## src/rtl/bicubic_tap_filter_if.sv

```systemverilog
// AXI4-Stream video link: payload plus end-of-line (tlast) and end-of-frame markers.
interface bicubic_tap_filter_if #(
  parameter int DATA_W = 24
);
  logic [DATA_W-1:0] tdata;
  logic              tvalid;
  logic              tready;
  logic              tlast;
  logic              eof;

  modport master (output tdata, tvalid, tlast, eof, input tready);
  modport slave  (input tdata, tvalid, tlast, eof, output tready);
endinterface

```

## src/rtl/bicubic_tap_filter.sv

```systemverilog
// Keys cubic (a = -0.5) 4-tap interpolator over RGB888 tap beats; three-stage
// pipeline with full backpressure and SOF/EOL/EOF sidebands riding with each beat.
module bicubic_tap_filter #(
  parameter int COEF_FRAC   = 7,
  parameter int LINE_PHASES = 4
) (
  input  logic                 i_clk,
  input  logic                 i_rstn,
  bicubic_tap_filter_if.slave  s_axis,
  bicubic_tap_filter_if.master m_axis,
  output logic                 m_axis_tuser,
  output logic                 o_len_err
);
  localparam logic [1:0]         LAST_PHASE = 2'(LINE_PHASES - 1);
  localparam logic signed [18:0] ROUND_HALF = 19'sd1 <<< (COEF_FRAC - 1);

  // 128 does not fit Q1.7 signed 8-bit, so coefficients carry one guard bit
  function automatic logic signed [8:0] coef(input logic [1:0] ph, input logic [1:0] k);
    logic signed [8:0] c;
    case ({ph, k})
      4'b00_01: c = 9'sd128;
      4'b01_00: c = -9'sd9;
      4'b01_01: c = 9'sd111;
      4'b01_10: c = 9'sd29;
      4'b01_11: c = -9'sd3;
      4'b10_00: c = -9'sd8;
      4'b10_01: c = 9'sd72;
      4'b10_10: c = 9'sd72;
      4'b10_11: c = -9'sd8;
      4'b11_00: c = -9'sd3;
      4'b11_01: c = 9'sd29;
      4'b11_10: c = 9'sd111;
      4'b11_11: c = -9'sd9;
      default:  c = 9'sd0;
    endcase
    return c;
  endfunction

  function automatic logic signed [16:0] prod(input logic [7:0] px, input logic signed [8:0] c);
    logic signed [17:0] full;
    full = 18'($signed({1'b0, px})) * 18'(c);
    return full[16:0];
  endfunction

  function automatic logic [7:0] round_clamp(input logic signed [18:0] sum);
    logic signed [18:0] r;
    logic [7:0]         px;
    r = (sum + ROUND_HALF) >>> COEF_FRAC;
    if (r < 19'sd0) begin
      px = 8'd0;
    end else if (r > 19'sd255) begin
      px = 8'd255;
    end else begin
      px = r[7:0];
    end
    return px;
  endfunction

  logic               s1_v_r, s2_v_r, s3_v_r;
  logic [95:0]        s1_taps_r;
  logic [1:0]         s1_phase_r;
  logic               s1_eol_r, s1_eof_r, s1_sof_r;
  logic signed [17:0] s2_lo_s [3];
  logic signed [17:0] s2_hi_s [3];
  logic signed [17:0] s2_lo_r [3];
  logic signed [17:0] s2_hi_r [3];
  logic               s2_eol_r, s2_eof_r, s2_sof_r;
  logic [23:0]        s3_data_s;
  logic [23:0]        s3_data_r;
  logic               s3_eol_r, s3_eof_r, s3_sof_r;
  logic [1:0]         phase_r;
  logic               sof_pending_r, len_err_r;
  logic               ready1_s, ready2_s, ready3_s, accept_s;

  // Stage-advance chain: a stage loads when empty or when its successor moves
  always_comb begin
    ready3_s = ~s3_v_r | m_axis.tready;
    ready2_s = ~s2_v_r | ready3_s;
    ready1_s = ~s1_v_r | ready2_s;
    accept_s = s_axis.tvalid & ready1_s;
  end

  // Line phase, frame-start flag and sticky line-length error
  always_ff @(posedge i_clk) begin
    if (!i_rstn) begin
      phase_r       <= 2'd0;
      sof_pending_r <= 1'b1;
      len_err_r     <= 1'b0;
    end else if (accept_s) begin
      if (s_axis.tlast) begin
        phase_r <= 2'd0;
        if (phase_r != LAST_PHASE) begin
          len_err_r <= 1'b1;
        end
      end else begin
        phase_r <= phase_r + 2'd1;
      end
      sof_pending_r <= s_axis.eof;
    end
  end

  // S1: capture taps, phase and sidebands
  always_ff @(posedge i_clk) begin
    if (!i_rstn) begin
      s1_v_r     <= 1'b0;
      s1_taps_r  <= 96'd0;
      s1_phase_r <= 2'd0;
      s1_eol_r   <= 1'b0;
      s1_eof_r   <= 1'b0;
      s1_sof_r   <= 1'b0;
    end else if (ready1_s) begin
      s1_v_r <= accept_s;
      if (accept_s) begin
        s1_taps_r  <= s_axis.tdata;
        s1_phase_r <= phase_r;
        s1_eol_r   <= s_axis.tlast;
        s1_eof_r   <= s_axis.eof;
        s1_sof_r   <= sof_pending_r;
      end
    end
  end

  // S2 datapath: per-channel products folded into (p0,p1) and (p2,p3) partials
  always_comb begin
    for (int ch = 0; ch < 3; ch++) begin
      s2_lo_s[ch] = 18'(prod(s1_taps_r[8*ch +: 8],      coef(s1_phase_r, 2'd0)))
                  + 18'(prod(s1_taps_r[24 + 8*ch +: 8], coef(s1_phase_r, 2'd1)));
      s2_hi_s[ch] = 18'(prod(s1_taps_r[48 + 8*ch +: 8], coef(s1_phase_r, 2'd2)))
                  + 18'(prod(s1_taps_r[72 + 8*ch +: 8], coef(s1_phase_r, 2'd3)));
    end
  end

  // S2 register
  always_ff @(posedge i_clk) begin
    if (!i_rstn) begin
      s2_v_r   <= 1'b0;
      s2_eol_r <= 1'b0;
      s2_eof_r <= 1'b0;
      s2_sof_r <= 1'b0;
      for (int ch = 0; ch < 3; ch++) begin
        s2_lo_r[ch] <= 18'sd0;
        s2_hi_r[ch] <= 18'sd0;
      end
    end else if (ready2_s) begin
      s2_v_r <= s1_v_r;
      if (s1_v_r) begin
        s2_eol_r <= s1_eol_r;
        s2_eof_r <= s1_eof_r;
        s2_sof_r <= s1_sof_r;
        for (int ch = 0; ch < 3; ch++) begin
          s2_lo_r[ch] <= s2_lo_s[ch];
          s2_hi_r[ch] <= s2_hi_s[ch];
        end
      end
    end
  end

  // S3 datapath: final sum, round and clamp per channel
  always_comb begin
    for (int ch = 0; ch < 3; ch++) begin
      s3_data_s[8*ch +: 8] = round_clamp(19'(s2_lo_r[ch]) + 19'(s2_hi_r[ch]));
    end
  end

  // S3 output register: holds steady while the downstream stalls
  always_ff @(posedge i_clk) begin
    if (!i_rstn) begin
      s3_v_r    <= 1'b0;
      s3_data_r <= 24'd0;
      s3_eol_r  <= 1'b0;
      s3_eof_r  <= 1'b0;
      s3_sof_r  <= 1'b0;
    end else if (ready3_s) begin
      s3_v_r <= s2_v_r;
      if (s2_v_r) begin
        s3_data_r <= s3_data_s;
        s3_eol_r  <= s2_eol_r;
        s3_eof_r  <= s2_eof_r;
        s3_sof_r  <= s2_sof_r;
      end
    end
  end

  assign s_axis.tready = ready1_s;
  assign m_axis.tvalid = s3_v_r;
  assign m_axis.tdata  = s3_data_r;
  assign m_axis.tlast  = s3_eol_r;
  assign m_axis.eof    = s3_eof_r;
  assign m_axis_tuser  = s3_sof_r;
  assign o_len_err     = len_err_r;
endmodule

```

## src/flat_wrapper.sv

```systemverilog
// flat-port wrapper written by rule: the top's interface ports become plain ports
module bicubic_tap_filter_flat 
#(
  parameter int COEF_FRAC   = 7,
  parameter int LINE_PHASES = 4
)
  (i_clk, i_rstn, m_axis_tuser, o_len_err, s_axis_tdata, s_axis_tvalid, s_axis_tlast, s_axis_eof, s_axis_tready, m_axis_tdata, m_axis_tvalid, m_axis_tlast, m_axis_eof, m_axis_tready);
  bicubic_tap_filter_if #(.DATA_W(96)) s_axis_i ();
  bicubic_tap_filter_if #(.DATA_W(24)) m_axis_i ();
  input  logic i_clk;
  input  logic i_rstn;
  output logic m_axis_tuser;
  output logic o_len_err;
  input wire logic [$bits(s_axis_i.tdata)-1:0] s_axis_tdata;
  input wire logic [$bits(s_axis_i.tvalid)-1:0] s_axis_tvalid;
  input wire logic [$bits(s_axis_i.tlast)-1:0] s_axis_tlast;
  input wire logic [$bits(s_axis_i.eof)-1:0] s_axis_eof;
  output wire logic [$bits(s_axis_i.tready)-1:0] s_axis_tready;
  output wire logic [$bits(m_axis_i.tdata)-1:0] m_axis_tdata;
  output wire logic [$bits(m_axis_i.tvalid)-1:0] m_axis_tvalid;
  output wire logic [$bits(m_axis_i.tlast)-1:0] m_axis_tlast;
  output wire logic [$bits(m_axis_i.eof)-1:0] m_axis_eof;
  input wire logic [$bits(m_axis_i.tready)-1:0] m_axis_tready;
  assign s_axis_i.tdata = s_axis_tdata;
  assign s_axis_i.tvalid = s_axis_tvalid;
  assign s_axis_i.tlast = s_axis_tlast;
  assign s_axis_i.eof = s_axis_eof;
  assign s_axis_tready = s_axis_i.tready;
  assign m_axis_tdata = m_axis_i.tdata;
  assign m_axis_tvalid = m_axis_i.tvalid;
  assign m_axis_tlast = m_axis_i.tlast;
  assign m_axis_eof = m_axis_i.eof;
  assign m_axis_i.tready = m_axis_tready;
  bicubic_tap_filter #(.COEF_FRAC(COEF_FRAC), .LINE_PHASES(LINE_PHASES)) u_core (.i_clk(i_clk), .i_rstn(i_rstn), .s_axis(s_axis_i), .m_axis(m_axis_i), .m_axis_tuser(m_axis_tuser), .o_len_err(o_len_err));
endmodule
```

## config.mk

```make
export PLATFORM = sky130hd
export DESIGN_NAME = bicubic_tap_filter_flat
export DESIGN_NICKNAME = d
export VERILOG_FILES = /design/src/rtl/bicubic_tap_filter_if.sv /design/src/rtl/bicubic_tap_filter.sv /design/src/flat_wrapper.sv
export SDC_FILE = /design/constraint.sdc
export NUM_CORES = 2
export LEC_CHECK = 0
export CORE_ASPECT_RATIO = 0.7
export CORE_UTILIZATION = 30
export CTS_BUF_LIST = sky130_fd_sc_hd__clkbuf_4 sky130_fd_sc_hd__clkbuf_8
export DETAILED_ROUTE_END_ITERATION = 7
export PLACE_DENSITY = 0.5
export SYNTH_ARGS = -nofsm -noshare
export SYNTH_HDL_FRONTEND = slang
export SYNTH_SLANG_ARGS = --single-unit
```

## constraint.sdc

```tcl
create_clock -name i_clk -period 11.16 [get_ports i_clk]
set_input_delay 1.116 -clock i_clk [delete_from_list [all_inputs] [get_ports i_clk]]
set_output_delay 1.116 -clock i_clk [all_outputs]
set_load 0.01 [all_outputs]
```

Local utilization:
The die is cut into 22 by 15 equal tiles; dark blue is low, red is high, 0 to 100% covered.
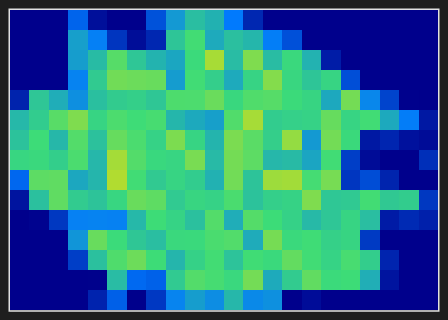
emptiest ninth of the die: upper right
fullest tile: 65%
mean over tiles: 31%
core box area: 0.1315 mm²
fp util: 30.37%

M1 wires:
Drawn at 1 px/µm. Supply wires on this layer in grey.
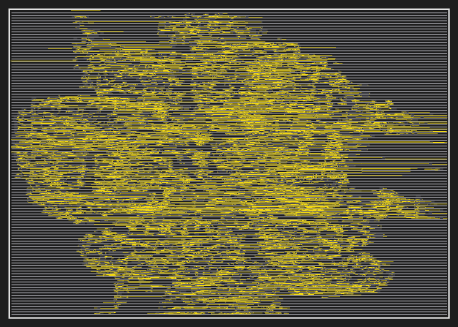
share of all routed wire: 56%
wire length on this layer: 57.6 mm
main direction: horizontal

==> qor.yml <==
busiest_layer: "met1"
most_common_cell: "inv_1"
antenna_found_initial: 6
cts_setup_buffers: 0
clkSinkCount: 246
first_pass_iters: 5
grt_pass1_vias: 29290
status: "complete, no violations"
lay_top_cells: "786 x inv_1, 719 x ha_1, 459 x fa_1"
yosys.area_share.simple_pct: 15.62
post-route-min-period_ps: 7780
die_area_mm2: 0.1346
cts_buffers: 48
ys_sh_mux_pct: 0.1472
ys_cells: 4412
top_cell_area_share_pct: 23.00
edf_count: 108
io_buffers: 131
path_cells: "ha_2 > buf_4 > nand2_1 > fa_1 > inv_1 > fa_1 > ha_1 > inv_1 > fa_1 > inv_1 > ha_1 > ha_1 > fa_1 > a21o_1 > a21oi_1 > o21bai_1 > a2111oi_2 > nor2_1 > xnor2_1 > ha_1 > and3_1 > a21oi_1 > a221oi_1 > nor3_1"
warnings: 35
hpwl_um: 86090
critPathTopFamily: "adder cells"
crit_arrival_ps: 8170
track_usage_pct: 15.69
syn-num-nets: 5695
cts-root-buf: "clkbuf_8"
use_met1_pct: 25.07
crit_type: "reg -> reg"
setup_tns_ps: 0
drc: 0
drive_gt1_share_pct: 3.766
path_max_fanout: 48
drt_iter0_markers: 1485
grtUsageMet2_pct: 22.11
worstHoldPathType: "reg -> reg"
synth_adder_area_share_pct: 45.62
cts_hold_buffers: 0
power.density_mw_per_mm2: 61.35
drv_slew: 0
area_growth_pct: 10.93
start_kind: "register"
yosysTopAreaCell: "fa_1"
cp-end-kind: "register"
fmax_mhz: 128.5
yosysWarnings: 0
skew_ps: 24.65
worstMarginPinSlew_ps: 1174
clockBufferDepth: 3
yosys_area_mm2: 0.03995
post_synth_ao_oa_area_fraction_pct: 10.12
ant_nets: 0
cp_slowest_cell: "ha_2"
rows: 111
fp.dieW_um: 438.1
clk_pin_slew_ps: 70
fin_nets: 5784
final-setup-viol-count: 0
max_cap_violations: 0
synthTopLogicFamily: "adder cells"
ys_seq_share_pct: 15.03
htree_levels: 2
synth.avg_cell_area_um2: 9.054
ff_type: "dfxtp_1"
grt_max_degree: 76
gr-usage-met3_pct: 2.471
total_power_mw: 2.719
lay_top_count: "inv_1"
cts_tree: "yes"
synth.distinct_cells: 77
dr_total_vias: 28570
rsz0062_at_grt: "no"
async_flop_share_pct: 0
p_leak_nw: 23.56
clock_latency_ps: 680
grt-ovfl-total: 0
hold_ws_ps: 447.0
topCellsByArea: "fa_1 23%, ha_1 23%, edfxtp_1 8.1%, inv_1 7.4%, dfxtp_1 6.9%"
grt_pass1_wl_um: 166900
gp_congestion: 0.8293
yosys.area_share.xor_xnor_pct: 5.043
Wires at chosen ports, followed through buffers:
Drawn at 1 px/µm.
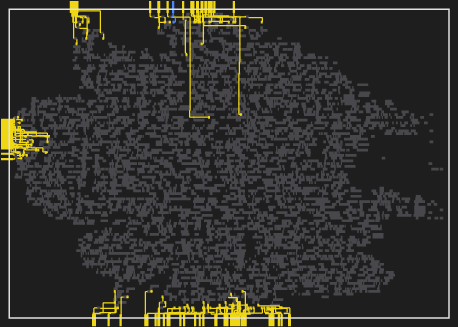
| colour | port | bits | direction | edge | end cells | wire |
|---|---|---|---|---|---|---|
| blue | s_axis_eof | 1 | input | top | 1 | 13.0 µm |
| yellow | s_axis_tdata | 96 | input | 45 bottom, 27 top, 24 left | 96 | 2570 µm |

Cell outlines without signal wires:
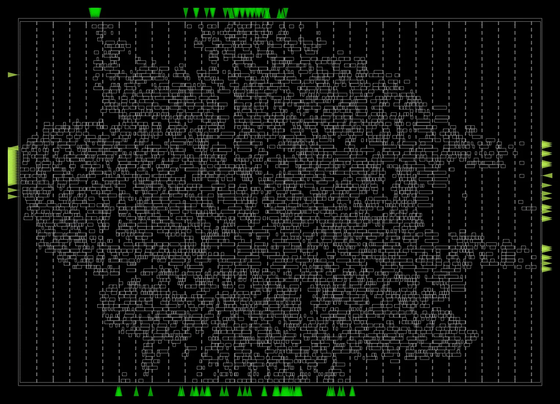
flop count: 246
well-tap cell count: 1751
Core Util, Final: 33.69%

tightest hold or removal path: stages, from the launching register on:
cell and delay [ps]:
dfxtp_1 310, nand2_1 50, o21ai_1 50
metal layers:
metal	share of wire, %	vias to the layer above
met5	0.013	-
met4	1.0	2
met3	4.7	71
met2	39	457
met1	56	13570
li1	-	14470
state kept, by name, summed over array words and instances (netlist names), 2 cells and up:
signal and flops:
u_core.s1_taps_r 96, u_core.m_axis.tdata 24, u_core.s1_phase_r 2, u_core.s2_lo_r 54
u_core.s2_hi_r 54, u_core.phase_r 2
per-stage QoR:
step / cell area [µm²] / instances / worst slack, ps
floorplan: 39950 / 4412 / 3625
global placement: 43220 / 6202 / 3498
detailed placement: 43220 / 6202 / 3409
CTS: 44310 / 6292 / 3352
global route: 44310 / 6292 / 2714
finish: 44310 / 6292 / 3380
final timing paths:
kind / startpoint / cells after the start / to / slack (ps)
hold reg to reg: u_core.m_axis.tdata[16] / 2 / u_core.m_axis.tdata[16] / 450
hold / removal: u_core.m_axis.tdata[16] / 2 / u_core.m_axis.tdata[16] / 450
setup / recovery: u_core.s1_phase_r[0] / 24 / u_core.s2_hi_r[0][51] / 3380
setup reg to reg: u_core.s1_phase_r[0] / 24 / u_core.s2_hi_r[0][51] / 3380
power breakdown:
| group | switching, mW | total (mW) | leakage [nW] | internal [mW] |
|---|---|---|---|---|
| Clock | 0.465 | 1.07 | 0.571 | 0.602 |
| Sequential | 0.0651 | 1.06 | 2.29 | 0.991 |
| Combinational | 0.343 | 0.595 | 20.7 | 0.253 |
cell type report:
class	count	area (µm²)
Fill cell	13580	87210
Sequential cell	246	6010
Tap cell	1751	2191
Timing Repair Buffer	147	1429
Clock buffer	72	884.6
Inverter	787	2957
Multi-Input combinational cell	3271	30640
Clock inverter	18	205.2
No activity file was given, so power comes from the tool's default toggle rates.
